Figure 1. Metal 2 (run 1).
Scale: 4 px per um.
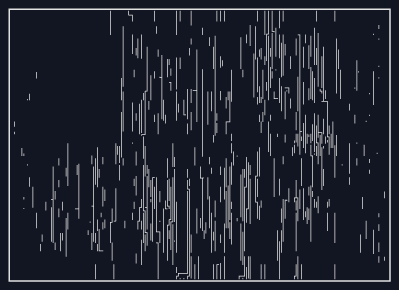
Figure 2. Routed metal, one colour a layer (run 1).
Scale: 3 px per um. Two of the layers only.
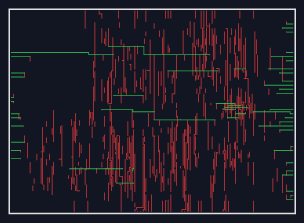
Figure 3. Cell outlines without signal wires (run 1).
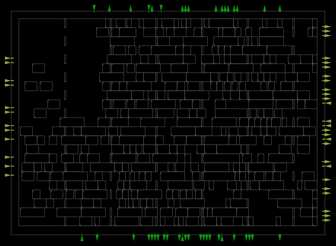
==> config.mk <==
export PLATFORM = sky130hd
export DESIGN_NAME = iface_pipe_nested
export DESIGN_NICKNAME = d
export VERILOG_FILES = /design/src/rtl/iface_pipe_nested.sv
export SDC_FILE = /design/constraint.sdc
export NUM_CORES = 1
export LEC_CHECK = 0
export CAP_MARGIN = 10
export CORE_ASPECT_RATIO = 0.7
export CORE_MARGIN = 2
export CORE_UTILIZATION = 47
export DETAILED_ROUTE_END_ITERATION = 16
export HOLD_SLACK_MARGIN = 0.05
export MAX_ROUTING_LAYER = met4
export PLACE_DENSITY = 0.81
export SYNTH_ARGS = -nofsm -noshare
export SYNTH_HDL_FRONTEND = slang
export SYNTH_SLANG_ARGS = --single-unit
==> constraint.sdc <==
create_clock -name i_clk -period 2.2 [get_ports i_clk]
set_input_delay 0.44 -clock i_clk [delete_from_list [all_inputs] [get_ports i_clk]]
set_output_delay 0.44 -clock i_clk [all_outputs]
set_load 0.01 [all_outputs]
==> flow_metrics.env, run 1 <==
# implementation run metrics
export IMPL_status="complete, no violations"
export IMPL_period_minus_slack_ps=2145
export IMPL_synth_flop_count=58
export IMPL_synthAdderAreaFrac=0.01476
export IMPL_internal_power_mw=1.742
export IMPL_ios=79
export IMPL_switchingPower_mw=0.5093
export IMPL_pre_cts_ws_ps=-46.99
export IMPL_grt_pass1_vias=1645
export IMPL_ff_type="dfxtp_1"
export IMPL_dieWidth_um=94.80
export IMPL_cts_max_path_buffers=2
export IMPL_fp_util=0.4809
export IMPL_enable_flop_cells=0
export IMPL_n_antenna_cell=0
export IMPL_cp_end_kind="primary output"
export IMPL_dpl_hpwl_mm=3.485
export IMPL_worstRegToRegCells=4
export IMPL_gp_congestion=0.7520
export IMPL_synthMuxAreaShare=0.1181
export IMPL_hold_buffers=0
export IMPL_place_inst=391
export IMPL_hold_viol=0
export IMPL_numCtsBuffers=9
export IMPL_dpl_cell_area_sq_mm=0.003112
export IMPL_grt_overflow=0
export IMPL_die_h_um=67.56
export IMPL_drtIter0Drc=84
export IMPL_seqPwrFrac=0.480
export IMPL_ys_sh_aoi=0.1042
export IMPL_slew_headroom=0.6526
export IMPL_via_per_inst=4.663
export IMPL_grt_pass1_wl_mm=7.748
export IMPL_powerDensity_mw_per_mm2=678.7
export IMPL_rsz0062_at_grt="no"
export IMPL_cp_arrival_ps=1710
export IMPL_maxSlewViolCount=0
export IMPL_finalCritPeriodShare=0.9750
export IMPL_nets=352
export IMPL_p_comb_frac=0.080
export IMPL_common_cells="dfxtp_1 (58), nand2b_1 (52), buf_4 (37)"
export IMPL_rows=23
export IMPL_ys_area_sq_mm=0.002713
export IMPL_worst_slew_pin_slew_ps=520.0
export IMPL_postCtsSetupBuffers=0
export IMPL_ys_warn_count=0
export IMPL_synth_distinct_cells=21
export IMPL_hp_class="in2reg"
export IMPL_yosysMostFrequentCell="dfxtp_1"
export IMPL_regArea_sq_mm=0.001161
export IMPL_synthTopLogicFamily="simple AND/OR/NAND/NOR gates"
export IMPL_area_leaders="dfxtp_1 (43%), nand2b_1 (12%), mux2i_1 (12%)"
export IMPL_finalClockSkew_ps=5.746
export IMPL_holdPathStages=2
export IMPL_die_area_sq_mm=0.006405
export IMPL_tns_ps=0
export IMPL_largest_register_ffs=32
export IMPL_dr_pass1_iters=5
export IMPL_top_area_cell="dfxtp_1"
export IMPL_simple_gate_area_frac=0.1946
export IMPL_syn2layout_area_growth_pct=22.28
export IMPL_setup_viol_count_final=0
export IMPL_postSynthSeqShare=0.4280
export IMPL_r2r_slack_ps=430
export IMPL_drive_above_1_share=0.09639
export IMPL_tritoncts="done"
export IMPL_fillCellCount=503
export IMPL_ctsResizeCount=0
export IMPL_grt_max_degree=35
export IMPL_yosys_cells=284
export IMPL_layout_setup_ws_ps=54.90
export IMPL_critPathMaxFanout=3
export IMPL_warnings=26
export IMPL_path_class="in2out"
export IMPL_synth_area_sq_mm=0.002713
export IMPL_fmax_mhz=466.2
export IMPL_ant_nets=0
export IMPL_xor_area_frac=0
export IMPL_route_detailed_drc=0
export IMPL_cap_violations=0
export IMPL_insertion_delay_ps=330
export IMPL_required_ps=1760
export IMPL_design_area_sq_mm=0.003317
export IMPL_clock_sinks=58
export IMPL_synth_area_per_cell_sq_um=9.551
export IMPL_grt_antenna_before_repair=0
export IMPL_clockRootBuffer="clkbuf_8"
export IMPL_syn_inst=284
export IMPL_mi_logic_area_sq_mm=0.001291
export IMPL_clkSlewWorstSetupHoldPaths_ps=60
export IMPL_critPathLaunchType="primary input"
export IMPL_async_flop_share=0
export IMPL_switching_share=0.2263
export IMPL_clkPwrFrac=0.441
export IMPL_io_buffers=46
export IMPL_ir_worst_vdd_v=0.0003630
export IMPL_h_tree_depth=3
export IMPL_top_area_frac=0.4280
export IMPL_leakagePower_nw=1.282
## Picture notes: Figure 1
The layer holds 42% of the routed length. 291 nets have wire on it. The layer carries 2060 um of wire.
WL final: 4.899 mm
via count: 1898
GR Layer Usage met2: 0.2261

## Picture notes: Figure 2
Key: met3 = green [wire length 345 um]; met2 = red [wire length 2060 um]
drt wl/cell: 12.04 um
gr usage total: 0.1648

## Picture notes: Figure 3
CORE AREA: 0.005640 sq mm
Post-Layout Cell Count: 407
Well Taps: 75

[run 1: routing by layer]
metal  up-vias  share of wire  track usage
met5         -              0            -
met3         4          0.070      0.06808
met1       853           0.50       0.2230
li1        973              -            -
met4         0         0.0067      0.04348
met2        68           0.42       0.2261
[run 1: critical path: stages]
cell	delay, ps
clkdlybuf4s50_1	520
nor2b_4	50
nand3_1	140
clkdlybuf4s50_1	560
[run 1: power groups by stage]
stage	combinational, mW	sequential (mW)	clock (mW)
after floorplan	0.157	1.10	0
after global placement	0.177	1.10	0
after detailed placement	0.179	1.10	0
after CTS	0.180	1.08	1.02
after global routing	0.197	1.08	1.07
final	0.179	1.08	0.992
[run 1: layout by cell type (no fill, tap or decap)]
cell type | Yosys | final
buf_2 | 4 | 1
a311oi_4 | 2 | 2
nand2b_1 | 52 | 52
a21oi_1 | 18 | 18
nor2_1 | 2 | 2
a211o_1 | 2 | 2
buf_4 | 37 | 10
nor2b_1 | 6 | 6
inv_1 | 4 | 4
a211oi_1 | 4 | 4
o21ai_0 | 16 | 16
conb_1 | 1 | 32
dfxtp_1 | 58 | 58
fa_1 | 2 | 2
nor3_1 | 8 | 8
mux2i_1 | 32 | 32
nand3_1 | 18 | 18
bufinv_16 | 0 | 1
clkbuf_8 | 0 | 11
a211oi_2 | 1 | 1
clkdlybuf4s50_1 | 0 | 45
clkinv_2 | 0 | 1
clkinvlp_4 | 0 | 2
nor2b_4 | 2 | 2
clkbuf_1 | 14 | 1
buf_12 | 0 | 1
[run 1: cells by family after synthesis]
kind of cell	Yosys count
AND/OR/NAND/NOR	88
multiplexers	32
flip-flops	58
other	1
adder cells (fa/ha/maj)	2
buffers and inverters	60
AND-OR/OR-AND	43
[run 1: per-stage QoR]
step / util / power [mW] / hold WS, ps
2_1_floorplan: - / 1.258 / 444.2
3_3_place_gp: 0.5517 / 1.280 / 456.0
3_5_place_dp: 0.5517 / 1.282 / 467.2
4_1_cts: 0.5881 / 2.277 / 435.5
5_1_grt: 0.5881 / 2.350 / 444.7
6_report: 0.5881 / 2.251 / 449.5
[run 1: final cells by class]
| class | count | area share |
|---|---|---|
| repair buffers | 57 | 0.1660 |
| clock buffers | 12 | 0.04677 |
| clock inverters | 4 | 0.01509 |
| multi-input cells | 197 | 0.3893 |
| inverters | 4 | 0.004527 |
| well taps | 75 | 0.02829 |
| flip-flops and latches | 58 | 0.3501 |
==> inputs of run 2 (changes only) <==
--- a/config.mk
+++ b/config.mk
@@ -5,6 +5,7 @@
 export SDC_FILE = /design/constraint.sdc
 export NUM_CORES = 1
 export LEC_CHECK = 0
+export ABC_CLOCK_PERIOD_IN_PS = 2200
 export CAP_MARGIN = 10
 export CORE_ASPECT_RATIO = 0.7
 export CORE_MARGIN = 2
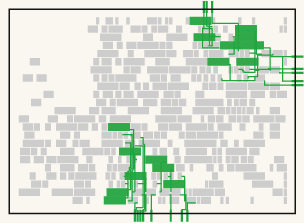
Figure 4: run 2, port wiring.
Scale: 3 px per um.
Key: `o_data` = green [direction output, end cells 16, wire 434 um]
IO Pins: 79
Buffers on Ports: 46

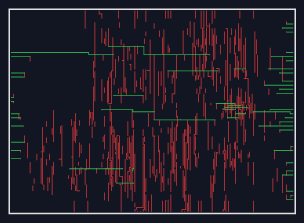
Figure 5: run 2, routed metal, one colour a layer.
Scale: 3 px per um. Two of the layers only.
Key: met3 = green [wire length 345 um]; met2 = red [wire length 2060 um]

==> flow_metrics.env, run 2 <==
# implementation run metrics
export IMPL_leakagePower_nw=1.282
export IMPL_clkSlewWorstSetupHoldPaths_ps=60
export IMPL_fin_util=0.5881
export IMPL_post_drt_wl_per_cell_um=12.04
export IMPL_finalCritPeriodShare=0.9750
export IMPL_enable_flop_cells=0
export IMPL_holdPathStages=2
export IMPL_ff_type="dfxtp_1"
export IMPL_tritoncts="done"
export IMPL_period_minus_slack_ps=2145
export IMPL_layout_top_cell="dfxtp_1"
export IMPL_gp_congestion=0.7520
export IMPL_cp_arrival_ps=1710
export IMPL_totalWireLength_mm=4.899
export IMPL_area_leaders="dfxtp_1 (43%), nand2b_1 (12%), mux2i_1 (12%)"
export IMPL_final_cell_mix="dfxtp_1 (58), nand2b_1 (52), clkdlybuf4s50_1 (45), mux2i_1 (32), conb_1 (32)"
export IMPL_async_flop_share=0
export IMPL_numCtsBuffers=9
export IMPL_pre_cts_ws_ps=-46.99
export IMPL_synth_distinct_cells=21
export IMPL_yosysMostFrequentCell="dfxtp_1"
export IMPL_grt_pass1_wl_mm=7.748
export IMPL_worstRegToRegCells=4
export IMPL_fillCellCount=503
export IMPL_top_area_cell="dfxtp_1"
export IMPL_yosys_cells=284
export IMPL_grt_pass1_vias=1645
export IMPL_hold_buffers=0
export IMPL_common_cells="dfxtp_1 (58), nand2b_1 (52), buf_4 (37)"
export IMPL_required_ps=1760
export IMPL_syn_inst=284
export IMPL_h_tree_depth=3
export IMPL_drive_above_1_share=0.09639
export IMPL_dr_pass1_iters=5
export IMPL_fp_util=0.4809
export IMPL_synth_area_sq_mm=0.002713
export IMPL_grt_antenna_before_repair=0
export IMPL_finalClockSkew_ps=5.746
export IMPL_grt_overflow=0
export IMPL_cap_violations=0
export IMPL_dieWidth_um=94.80
export IMPL_final_cells=407
export IMPL_rows=23
export IMPL_r2r_slack_ps=430
export IMPL_critPathLaunchType="primary input"
export IMPL_postSynthSeqShare=0.4280
export IMPL_cts_max_path_buffers=2
export IMPL_die_h_um=67.56
export IMPL_grt_max_degree=35
export IMPL_route_detailed_drc=0
export IMPL_core_sq_mm=0.005640
export IMPL_ir_worst_vdd_v=0.0003630
export IMPL_via_per_inst=4.663
export IMPL_clockRootBuffer="clkbuf_8"
export IMPL_status="complete, no violations"
export IMPL_grt_usage=0.1648
export IMPL_cp_end_kind="primary output"
export IMPL_place_inst=391
export IMPL_ant_nets=0
export IMPL_dpl_hpwl_mm=3.485
export IMPL_top_area_frac=0.4280
export IMPL_ys_area_sq_mm=0.002713
export IMPL_maxSlewViolCount=0
export IMPL_postCtsSetupBuffers=0
export IMPL_fmax_mhz=466.2
export IMPL_syn2layout_area_growth_pct=22.28
export IMPL_powerDensity_mw_per_mm2=678.7
export IMPL_synth_area_per_cell_sq_um=9.551
export IMPL_worst_slew_pin_slew_ps=520.0
export IMPL_nets=352
export IMPL_clock_sinks=58
export IMPL_largest_register_ffs=32
export IMPL_insertion_delay_ps=330
export IMPL_rsz0062_at_grt="no"
export IMPL_hold_viol=0
export IMPL_vias=1898
export IMPL_layout_setup_ws_ps=54.90
export IMPL_hp_class="in2reg"
export IMPL_critPathMaxFanout=3
export IMPL_setup_viol_count_final=0
export IMPL_n_antenna_cell=0
export IMPL_die_area_sq_mm=0.006405
export IMPL_ctsResizeCount=0
export IMPL_synth_flop_count=58
export IMPL_drtIter0Drc=84
export IMPL_path_class="in2out"
export IMPL_slew_headroom=0.6526
export IMPL_warnings=26
export IMPL_ys_warn_count=0
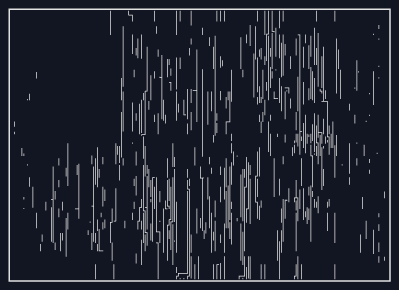
Figure 6: run 2, metal 2.
Scale: 4 px per um.
The wires run mostly vertical. The longest straight run is 29.9 um.

[run 2: power breakdown]
part           internal (mW)  total, mW  switching [mW]  leakage (nW)
clock network          0.583      0.992           0.409        0.0986
registers               1.07       1.08         0.00912         0.470
logic                 0.0880      0.179          0.0915         0.713
total                   1.74       2.25           0.509          1.28
[run 2: through the flow]
step                power [mW]  hold slack [ps]  cell area [sq um]  setup TNS, ps
floorplan                1.258            444.2               2829              0
global route             2.350            444.7               3317              0
finish                   2.251            449.5               3317              0
CTS                      2.277            435.5               3317              0
global placement         1.280            456.0               3112              0
detailed placement       1.282            467.2               3112         -72.19
[run 2: layout make-up]
class | count | area [sq um] | share of cell area
repair buffers | 57 | 550.5 | 0.1660
clock inverters | 4 | 50.05 | 0.01509
multi-input cells | 197 | 1291 | 0.3893
flip-flops and latches | 58 | 1161 | 0.3501
clock buffers | 12 | 155.1 | 0.04677
well taps | 75 | 93.84 | 0.02829
inverters | 4 | 15.01 | 0.004527
[run 2: worst max-delay path, cell delays in order]
cell and delay, ps:
clkdlybuf4s50_1 520, nor2b_4 50, nand3_1 140, clkdlybuf4s50_1 560
[run 2: kinds of logic (layout without fill, tap and decap cells)]
group	Yosys count	in the layout	synth area share
AOI/OAI and AO/OA	43	43	0.1042
adders and majority gates	2	2	0.01476
buffers and inverters	60	77	0.1388
DFF	58	58	0.4280
muxes	32	32	0.1181
other	1	32	0.001382
and+or+nand+nor	88	88	0.1947
[run 2: routing by layer]
metal / track usage / wire, um / vias to the layer above / share of wire
li1: - / - / 973 / -
met1: 0.2230 / 2456 / 853 / 0.50
met2: 0.2261 / 2064 / 68 / 0.42
met3: 0.06808 / 345 / 4 / 0.070
met4: 0.04348 / 33 / 0 / 0.0067
met5: - / 0 / - / 0
No activity file was given, so power comes from the tool's default toggle rates.
